==> src/rtl/pal_timing_events.sv <==
// rtl/pal_timing_events.sv - PAL video-timing event generator with continuity-checked lock FSM
module pal_timing_events #(
  parameter int X_WIDTH           = 10,
  parameter int Y_WIDTH           = 10,
  parameter int NUM_EVENTS        = 4,
  parameter int FRAME_COUNT_WIDTH = 16,
  parameter int LOCK_FRAMES       = 2,
  parameter int GATE_EVENTS       = 1
) (
  input  logic                            clk,
  input  logic                            reset_n,
  input  logic [X_WIDTH-1:0]              pixel_x,
  input  logic [Y_WIDTH-1:0]              pixel_y,
  input  logic                            pixel_ce,
  input  logic [NUM_EVENTS-1:0]           event_en,
  input  logic [NUM_EVENTS*X_WIDTH-1:0]   event_x,
  input  logic [NUM_EVENTS*Y_WIDTH-1:0]   event_y,
  output logic                            frame_start,
  output logic                            line_start,
  output logic [NUM_EVENTS-1:0]           event_pulse,
  output logic [FRAME_COUNT_WIDTH-1:0]    frame_count,
  output logic                            locked,
  output logic                            sync_error
);

  typedef enum logic [1:0] {
    ST_UNLOCKED = 2'd0,
    ST_ACQUIRE  = 2'd1,
    ST_LOCKED   = 2'd2
  } state_t;

  localparam logic [3:0] LP_LOCK_FRAMES = 4'(LOCK_FRAMES);

  state_t               r_state;
  logic [3:0]           r_acq_cnt;
  logic [X_WIDTH-1:0]   r_prev_x;
  logic [Y_WIDTH-1:0]   r_prev_y;
  logic                 r_prev_valid;

  logic                  w_x_zero;
  logic                  w_origin;
  logic [X_WIDTH:0]      w_x_inc;
  logic [Y_WIDTH-1:0]    w_y_inc;
  logic                  w_step_x;
  logic                  w_step_line;
  logic                  w_err;
  logic                  w_clear;
  logic                  w_gate;
  logic [3:0]            w_acq_next;
  logic [NUM_EVENTS-1:0] w_match;

  assign w_x_zero    = (pixel_x == '0);
  assign w_origin    = w_x_zero && (pixel_y == '0);
  // x increment is one bit wider so that an all-ones column can never continue on the same line
  assign w_x_inc     = {1'b0, r_prev_x} + {{X_WIDTH{1'b0}}, 1'b1};
  assign w_y_inc     = r_prev_y + {{(Y_WIDTH-1){1'b0}}, 1'b1};
  assign w_step_x    = ({1'b0, pixel_x} == w_x_inc) && (pixel_y == r_prev_y);
  assign w_step_line = w_x_zero && (pixel_y == w_y_inc);
  assign w_err       = pixel_ce && r_prev_valid && !(w_step_x || w_step_line || w_origin);
  assign w_clear     = w_err && (r_state != ST_UNLOCKED);
  assign w_gate      = (GATE_EVENTS == 0) || (r_state == ST_LOCKED);
  assign w_acq_next  = r_acq_cnt + 4'd1;

  always_comb begin
    w_match = '0;
    for (int n = 0; n < NUM_EVENTS; n++) begin
      w_match[n] = event_en[n]
                && (pixel_x == event_x[n*X_WIDTH +: X_WIDTH])
                && (pixel_y == event_y[n*Y_WIDTH +: Y_WIDTH]);
    end
  end

  always_ff @(posedge clk or negedge reset_n) begin
    if (!reset_n) begin
      frame_start  <= 1'b0;
      line_start   <= 1'b0;
      event_pulse  <= '0;
      sync_error   <= 1'b0;
      r_prev_x     <= '0;
      r_prev_y     <= '0;
      r_prev_valid <= 1'b0;
    end else begin
      frame_start <= pixel_ce && w_origin;
      line_start  <= pixel_ce && w_x_zero;
      event_pulse <= (pixel_ce && w_gate) ? w_match : '0;
      sync_error  <= w_err;
      if (pixel_ce) begin
        r_prev_x     <= pixel_x;
        r_prev_y     <= pixel_y;
        r_prev_valid <= 1'b1;
      end
    end
  end

  always_ff @(posedge clk or negedge reset_n) begin
    if (!reset_n) begin
      r_state     <= ST_UNLOCKED;
      r_acq_cnt   <= '0;
      locked      <= 1'b0;
      frame_count <= '0;
    end else if (pixel_ce) begin
      if (w_clear) begin
        frame_count <= '0;
      end else if (w_origin) begin
        frame_count <= frame_count + {{(FRAME_COUNT_WIDTH-1){1'b0}}, 1'b1};
      end
      case (r_state)
        ST_UNLOCKED: begin
          if (w_origin) begin
            r_state   <= ST_ACQUIRE;
            r_acq_cnt <= '0;
          end
        end
        ST_ACQUIRE: begin
          if (w_err) begin
            r_state   <= ST_UNLOCKED;
            r_acq_cnt <= '0;
          end else if (w_origin) begin
            if (w_acq_next == LP_LOCK_FRAMES) begin
              r_state   <= ST_LOCKED;
              r_acq_cnt <= '0;
              locked    <= 1'b1;
            end else begin
              r_acq_cnt <= w_acq_next;
            end
          end
        end
        ST_LOCKED: begin
          if (w_err) begin
            r_state <= ST_UNLOCKED;
            locked  <= 1'b0;
          end
        end
        default: begin
          r_state   <= ST_UNLOCKED;
          r_acq_cnt <= '0;
          locked    <= 1'b0;
        end
      endcase
    end
  end

endmodule
==> config.mk <==
export PLATFORM = sky130hd
export DESIGN_NAME = pal_timing_events
export DESIGN_NICKNAME = d
export VERILOG_FILES = /design/src/rtl/pal_timing_events.sv
export SDC_FILE = /design/constraint.sdc
export NUM_CORES = 1
export LEC_CHECK = 0
export CAP_MARGIN = 5
export CORE_ASPECT_RATIO = 0.7
export CORE_MARGIN = 1
export CORE_UTILIZATION = 48
export CTS_BUF_LIST = sky130_fd_sc_hd__clkbuf_4
export DETAILED_ROUTE_END_ITERATION = 10
export PLACE_DENSITY = 0.86
export SKIP_LAST_GASP = 1
export SLEW_MARGIN = 20
export SYNTH_ARGS = -nofsm -noshare
export SYNTH_HDL_FRONTEND = slang
export SYNTH_SLANG_ARGS = --single-unit
==> constraint.sdc <==
create_clock -name clk -period 3.1 [get_ports clk]
set_clock_uncertainty 0.15 [all_clocks]
set_input_delay 0.31 -clock clk [delete_from_list [all_inputs] [get_ports clk]]
set_output_delay 0.31 -clock clk [all_outputs]
set_load 0.005 [all_outputs]
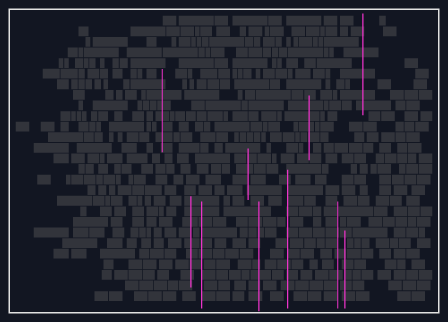
(images/m4.png)
Cells faint in the background.
longest straight run: 35.4 µm
share of all routed wire: 2.0%
nets with wire on the layer: 10
wire length on this layer: 237 µm
main direction: vertical
drt total wl: 12000 µm
via count: 3726

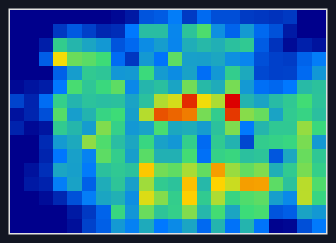
(images/route_heat.png)
The die is cut into 22 by 16 equal tiles; dark blue is low, red is high, scaled to the fullest tile. Values are wire area over tile area, all layers added.
mean over tiles: 0.23
tiles over half the peak: 19%
nearly empty tiles: 12%
emptiest ninth of the die: lower left
WL per Instance: 17.9 µm
Tot GR Track Use: 29.1%

==> impl_metrics.py <==
# Flow results
metrics = {
    "status": {
        "status": "complete, no violations",
    },
    "place": {
        "post-place-ws_ns": -0.00650,
        "gp_routability_congestion": 0.918,
    },
    "drt": {
        "ant_nets": 0,
        "dr.pass1.iters": 4,
        "drc": 0,
        "via_per_inst": 5.56,
    },
    "timing": {
        "slew_headroom_pct": 60.7,
        "rsz0062_at_grt": "false",
        "setup_slack_ns": 0.310,
    },
    "synth": {
        "ys_cells": 427,
        "synth-seq-cells": 51,
        "yosys.area.top_type": "dfrtp_1",
        "simple_gate_area_share_pct": 19.6,
        "ys.flop_type": "dfrtp_1",
        "syn_inst": 427,
        "yosysWarningCount": 0,
        "ys_sh_adder_pct": 1.60,
        "yosys-top-cells-count": "xor2_1 (94), dfrtp_1 (51), nor2_1 (36), xnor2_1 (33), nand2_1 (26)",
        "synth_area_mm2": 0.00391,
    },
    "setup_path": {
        "endpoint": "frame_count[10]$_DFFE_PN0P_",
        "timing.rr.end": "frame_count[10]$_DFFE_PN0P_",
        "cp-startpoint": "pixel_x[4]",
        "cp_slowest_stage_delay_ns": 0.56,
        "worstPathArrival_ns": 2.95,
    },
    "cts": {
        "clkTransAtPathRegs_ns": 0.16,
        "cts_inserted_buffers": 5,
    },
    "cells_and_area": {
        "top_register": "frame_count",
        "nClkBuffers": 5,
        "drive_above_1_share_pct": 11.4,
        "layout.nets": 680,
        "largest_reg_flops": 16,
        "buf_share_pct": 27.6,
        "logic_gate_count": 345,
        "final_cells": 670,
    },
    "pwr": {
        "p_int_uw": 1060,
        "comb_power_uw": 504,
        "maxPowerGroup": "sequential cells",
        "irDropWorstVdd_v": 0.000164,
    },
    "global_routing": {
        "grt_use_met2_pct": 49.2,
        "grt_use_met3_pct": 6.22,
    },
}
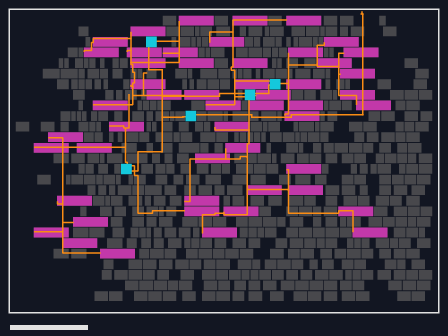
(images/clock_wires.png)
The bar under the picture is 20 µm long.
legend:
  clock-net drivers:
    color: cyan
    count: 5
  flip-flops:
    color: magenta
    count: 51
  clock wires:
    color: orange
    length: 653 µm
routed clock nets: 6
clock share of power: 20.8%
Clock Power: 324 µW

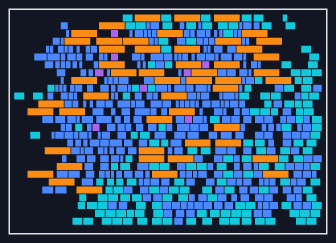
(images/class_map.png)
legend:
  clock drivers and dummy loads:
    color: purple
    cells: 8
    share_of_their_area: 1.1%
  registers:
    color: orange
    cells: 51
    share_of_their_area: 24%
  remaining buffers and delay cells:
    color: cyan
    cells: 159
    share_of_their_area: 28%
  remaining logic cells:
    color: blue
    cells: 351
    share_of_their_area: 47%
Core ar.: 0.00787 mm²
fraction of area in registers: 23.3%

Power figures rest on the tool's default switching activity, not on a simulated workload.
